## src/rtl/fifo_no_intf.sv

```systemverilog
// fifo_no_intf: single-clock FIFO with registered read data and plain ports.
// Depth need not be a power of two; pointers wrap at FIFO_DEPTH-1.
// Optional build macro FIFO_ERR_FLAGS_EN adds sticky overflow/underflow outputs.
//
// Request semantics: a write is taken on a rising edge when we=1 and the
// registered full flag is 0; a read is taken when re=1 and the registered
// empty flag is 0. Requests against the opposite flag are dropped silently,
// so full/empty act as the "ready" for the write/read side respectively.
module fifo_no_intf #(
    parameter int PNTR_WIDTH = 3,
    parameter int DATA_WIDTH = 8,
    parameter int FIFO_DEPTH = 5
) (
    input  logic                  w_clk,
    input  logic                  re,
    input  logic                  we,
    input  logic                  rst,
    input  logic [DATA_WIDTH-1:0] din,
    output logic [DATA_WIDTH-1:0] dout,
    output logic                  full,
    output logic                  empty
`ifdef FIFO_ERR_FLAGS_EN
    ,
    output logic                  overflow,
    output logic                  underflow
`endif
);

    localparam logic [PNTR_WIDTH-1:0] LP_PTR_LAST = PNTR_WIDTH'(FIFO_DEPTH - 1);
    localparam logic [PNTR_WIDTH:0]   LP_DEPTH    = (PNTR_WIDTH + 1)'(FIFO_DEPTH);

    // Storage is deliberately not reset; pointers and count define validity.
    logic [DATA_WIDTH-1:0] r_mem [0:FIFO_DEPTH-1];

    logic [PNTR_WIDTH-1:0] r_wr_ptr;
    logic [PNTR_WIDTH-1:0] r_rd_ptr;
    logic [PNTR_WIDTH:0]   r_count;
    logic [DATA_WIDTH-1:0] r_dout;
    logic                  r_full;
    logic                  r_empty;

    logic                  w_wr_en;
    logic                  w_rd_en;
    logic [PNTR_WIDTH-1:0] w_wr_ptr_nxt;
    logic [PNTR_WIDTH-1:0] w_rd_ptr_nxt;
    logic [PNTR_WIDTH:0]   w_count_nxt;

    // Qualify requests with the flags as they stood before the edge.
    always_comb begin
        w_wr_en = we && !r_full;
        w_rd_en = re && !r_empty;
    end

    // Pointer advance with wrap at the last real entry, not at 2**PNTR_WIDTH.
    always_comb begin
        w_wr_ptr_nxt = r_wr_ptr;
        w_rd_ptr_nxt = r_rd_ptr;
        if (w_wr_en) begin
            w_wr_ptr_nxt = (r_wr_ptr == LP_PTR_LAST) ? '0 : r_wr_ptr + 1'b1;
        end
        if (w_rd_en) begin
            w_rd_ptr_nxt = (r_rd_ptr == LP_PTR_LAST) ? '0 : r_rd_ptr + 1'b1;
        end
    end

    // Occupancy: simultaneous accepted read and write leave it unchanged.
    always_comb begin
        w_count_nxt = r_count;
        case ({w_wr_en, w_rd_en})
            2'b10:   w_count_nxt = r_count + 1'b1;
            2'b01:   w_count_nxt = r_count - 1'b1;
            default: w_count_nxt = r_count;
        endcase
    end

    // Storage write; no reset so the array maps onto plain RAM.
    always_ff @(posedge w_clk) begin
        if (w_wr_en) begin
            r_mem[r_wr_ptr] <= din;
        end
    end

    // Pointers, occupancy, registered flags and read data.
    always_ff @(posedge w_clk or posedge rst) begin
        if (rst) begin
            r_wr_ptr <= '0;
            r_rd_ptr <= '0;
            r_count  <= '0;
            r_dout   <= '0;
            r_full   <= 1'b0;
            r_empty  <= 1'b1;
        end else begin
            r_wr_ptr <= w_wr_ptr_nxt;
            r_rd_ptr <= w_rd_ptr_nxt;
            r_count  <= w_count_nxt;
            r_full   <= (w_count_nxt == LP_DEPTH);
            r_empty  <= (w_count_nxt == '0);
            if (w_rd_en) begin
                r_dout <= r_mem[r_rd_ptr];
            end
        end
    end

    assign dout  = r_dout;
    assign full  = r_full;
    assign empty = r_empty;

`ifdef FIFO_ERR_FLAGS_EN
    logic r_overflow;
    logic r_underflow;

    // Sticky error flags: any dropped request sets them until reset.
    always_ff @(posedge w_clk or posedge rst) begin
        if (rst) begin
            r_overflow  <= 1'b0;
            r_underflow <= 1'b0;
        end else begin
            if (we && r_full) begin
                r_overflow <= 1'b1;
            end
            if (re && r_empty) begin
                r_underflow <= 1'b1;
            end
        end
    end

    assign overflow  = r_overflow;
    assign underflow = r_underflow;
`endif

endmodule

```

## config.mk

```make
export PLATFORM = sky130hd
export DESIGN_NAME = fifo_no_intf
export DESIGN_NICKNAME = d
export VERILOG_FILES = /design/src/rtl/fifo_no_intf.sv
export SDC_FILE = /design/constraint.sdc
export NUM_CORES = 1
export LEC_CHECK = 0
export CORE_MARGIN = 2
export CORE_UTILIZATION = 45
export CTS_BUF_LIST = sky130_fd_sc_hd__clkbuf_4
export CTS_CLUSTER_DIAMETER = 100
export DETAILED_ROUTE_END_ITERATION = 6
export PLACE_DENSITY_LB_ADDON = 0.05
export SYNTH_ARGS = -nofsm -noshare
export SYNTH_HDL_FRONTEND = slang
export SYNTH_SLANG_ARGS = --single-unit
```

## constraint.sdc

```tcl
create_clock -name w_clk -period 2.2 [get_ports w_clk]
set_clock_uncertainty 0.15 [all_clocks]
set_input_delay 0.66 -clock w_clk [delete_from_list [all_inputs] [get_ports w_clk]]
set_output_delay 0.66 -clock w_clk [all_outputs]
set_load 0.03 [all_outputs]
```

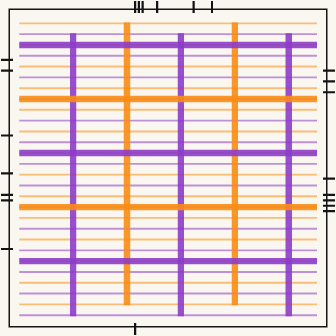
(images/power_grid.png)
Pins as bars on the die edge.
purple -> VSS
orange -> VDD
rows = 27
signal pins = 22
met5 straps = 5
met1 rails = 28
met4 straps = 5
Chip Height: 79.5 um
Die W: 79.5 um
Max IR drop VDD: 0.000624 V
core area: 5510 sq um

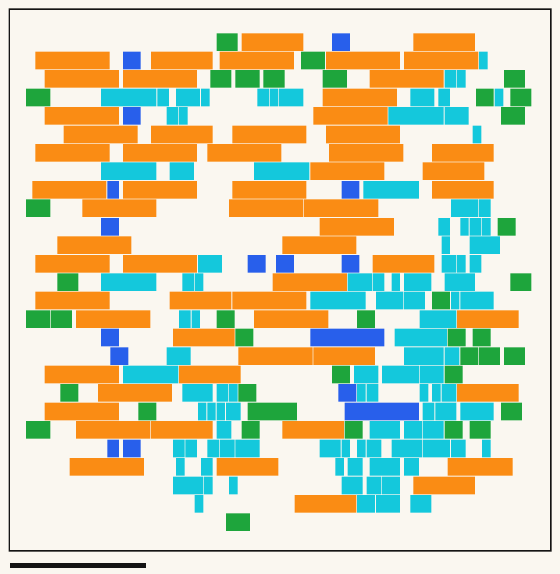
(images/placement_by_type.png)
Scale bar: 20 um.
orange -> sequential cells  # cells 60, share of their area 55%
green -> remaining buffers and delay cells  # cells 39, share of their area 11%
blue -> clock drivers and dummy loads  # cells 16, share of their area 5.2%
cyan -> combinational and other logic  # cells 106, share of their area 29%

-- flip-flops by register name, indices dropped and copies added (netlist names) --
name	flops
r_count	4
r_rd_ptr	3
full	1
empty	1
r_wr_ptr	3
dout	8
r_mem	40
-- how the worst min path moves through the flow --
stage | to | startpoint | depth (start not counted)
3_5_place_dp | dout[4] | dout[4] | 2
6_report | dout[2] | dout[2] | 2
2_1_floorplan | dout[0] | r_mem[4][0] | 2
4_1_cts | dout[4] | dout[4] | 2
5_1_grt | dout[3] | dout[3] | 2
3_3_place_gp | dout[7] | dout[7] | 2
-- area by class of cell --
type	instances	area share (%)
tap	72	2.84
sequential	60	53.6
multi-input combinational	97	26.6
clock buffer	11	2.60
clock inverter	5	2.44
timing repair buffer	39	10.8
inverter	9	1.14
==> results.yml <==
# physical design summary
final_timing:
  period_minus_slack_ns: 2.14
  worst_slack_ns: 0.0564
  report.final.hold_viol_count: 0
  max_slew_margin_pct: 58.3
  fmax_ghz: 0.466
  setup_tns_ns: 0
  worstMarginPinSlew_ns: 0.626
  finalClockPeriodUsage_pct: 97.4
  drv_slew: 0
  setup_viol: 0
clock_tree:
  root_buffer: "clkbuf_4"
  cts.sinks: 60
  clock_latency_ns: 0.39
  numCtsBuffers: 9
  cts_tree: "yes"
  cts.htree.levels: 3
  ctsLongestPathBuffers: 2
  cts_hold_buf: 0
  post_cts_buffers: 1
logic_synthesis:
  ys_warn_count: 0
  ys_sh_aoi_pct: 5.51
  yosysTopAreaCellShare_pct: 46.8
  ys_sh_simple_pct: 9.95
  yosys-top-cells-count: "edfxtp_1 (40), dfrtp_1 (19), nand2_1 (16), o21ai_0 (16)"
  ys_ff: 60
  ys_sh_adder_pct: 2.93
  ys_sh_xor_pct: 1.02
  ys_top_logic_family: "multiplexers"
  ys_cells: 175
  area_leaders: "edfxtp_1 (47%), dfrtp_1 (19%), mux4_2 (7.0%)"
  ys_seq_share_pct: 66.4
  ys_chip_area_sq_um: 2570
  synth_area_sq_um: 2570
  synth.avg_cell_area_sq_um: 14.7
  yosys.cell_count.top_type: "edfxtp_1"
  edf_count: 40
  synthArstFlopShare_pct: 33.3
  top_area_cell: "edfxtp_1"
  ys.flop_type: "edfxtp_1"
placed_design:
  placed_cell_area_sq_um: 2970
  dp_slack_ns: -0.581
  portBuffers: 21
  dpl.hpwl_mm: 3.17
  gp_routability_congestion: 0.838
setup_path:
  path_buffers: 1
  slowest_delay_ns: 0.55
  path_delay_family: "flip-flops"
  endpoint: "empty"
  cp_slowest_cell: "dfstp_2"
  cp-startpoint: "empty"
  cp_max_fo: 2
  rr_worst_depth: 10
  critPathRequiredTime_ns: 1.39
  crit_arrival_ns: 1.33
  crit_path_end_kind: "output port"
power:
  powerComb_mw: 1.73
  seqPwrFrac_pct: 40.6
  p_comb_share_pct: 39.4
  p_int_mw: 2.81
  pg_seq_mw: 1.79
  clk-power_mw: 0.877
  power_density_nw_per_um2: 1390
  total_power_mw: 4.40
  power.switching_mw: 1.59
  pwr-share-clk_pct: 19.9
  maxPowerGroup: "registers"
  leakage_nw: 1.24
layout:
  synthToLayoutAreaGrowth_pct: 23.7
  seq_area_sq_um: 1700
  n_antenna_cell: 0
  fin_util_pct: 57.7
  nNetsFinal: 234
  layout-drive-gt1-share_pct: 29.9
  lay_top_count: "edfxtp_1"
  stdcell_count: 293
  final-comb-area_sq_um: 843
  fin_area_sq_um: 3180
  final_cell_mix: "edfxtp_1 (40), dfrtp_1 (19), buf_4 (17)"
route:
  drtAntennaViolNets: 0
  drtIter0Drc: 59
  wl_met2_mm: 2.52
  wl_met3_um: 166
  first_pass_iters: 4
  viasPerCell: 5.29
  wl_met1_mm: 2.14
  drc: 0
  highest_layer: "met4"
global_route:
  use_met1_pct: 21.5
  grt_max_degree: 24
  grt_pass1_wl_mm: 8.05
  grt_antenna_before_repair: 0
  gr-usage-all-layers_pct: 17.8
  top_usage_layer: "met2"
  globalRouteOverflowTotal: 0
run:
  max_cap_viol_count: 0
  warnings: 30
floorplanning:
  die_area_sq_um: 6320
  io-pin-count: 22
  fp-utilization_pct: 46.6
  std_cell_rows: 27
status:
  outcome: "complete, no violations"
min_path:
  hp-class: "reg -> reg"
No activity file was given, so power comes from the tool's default toggle rates.
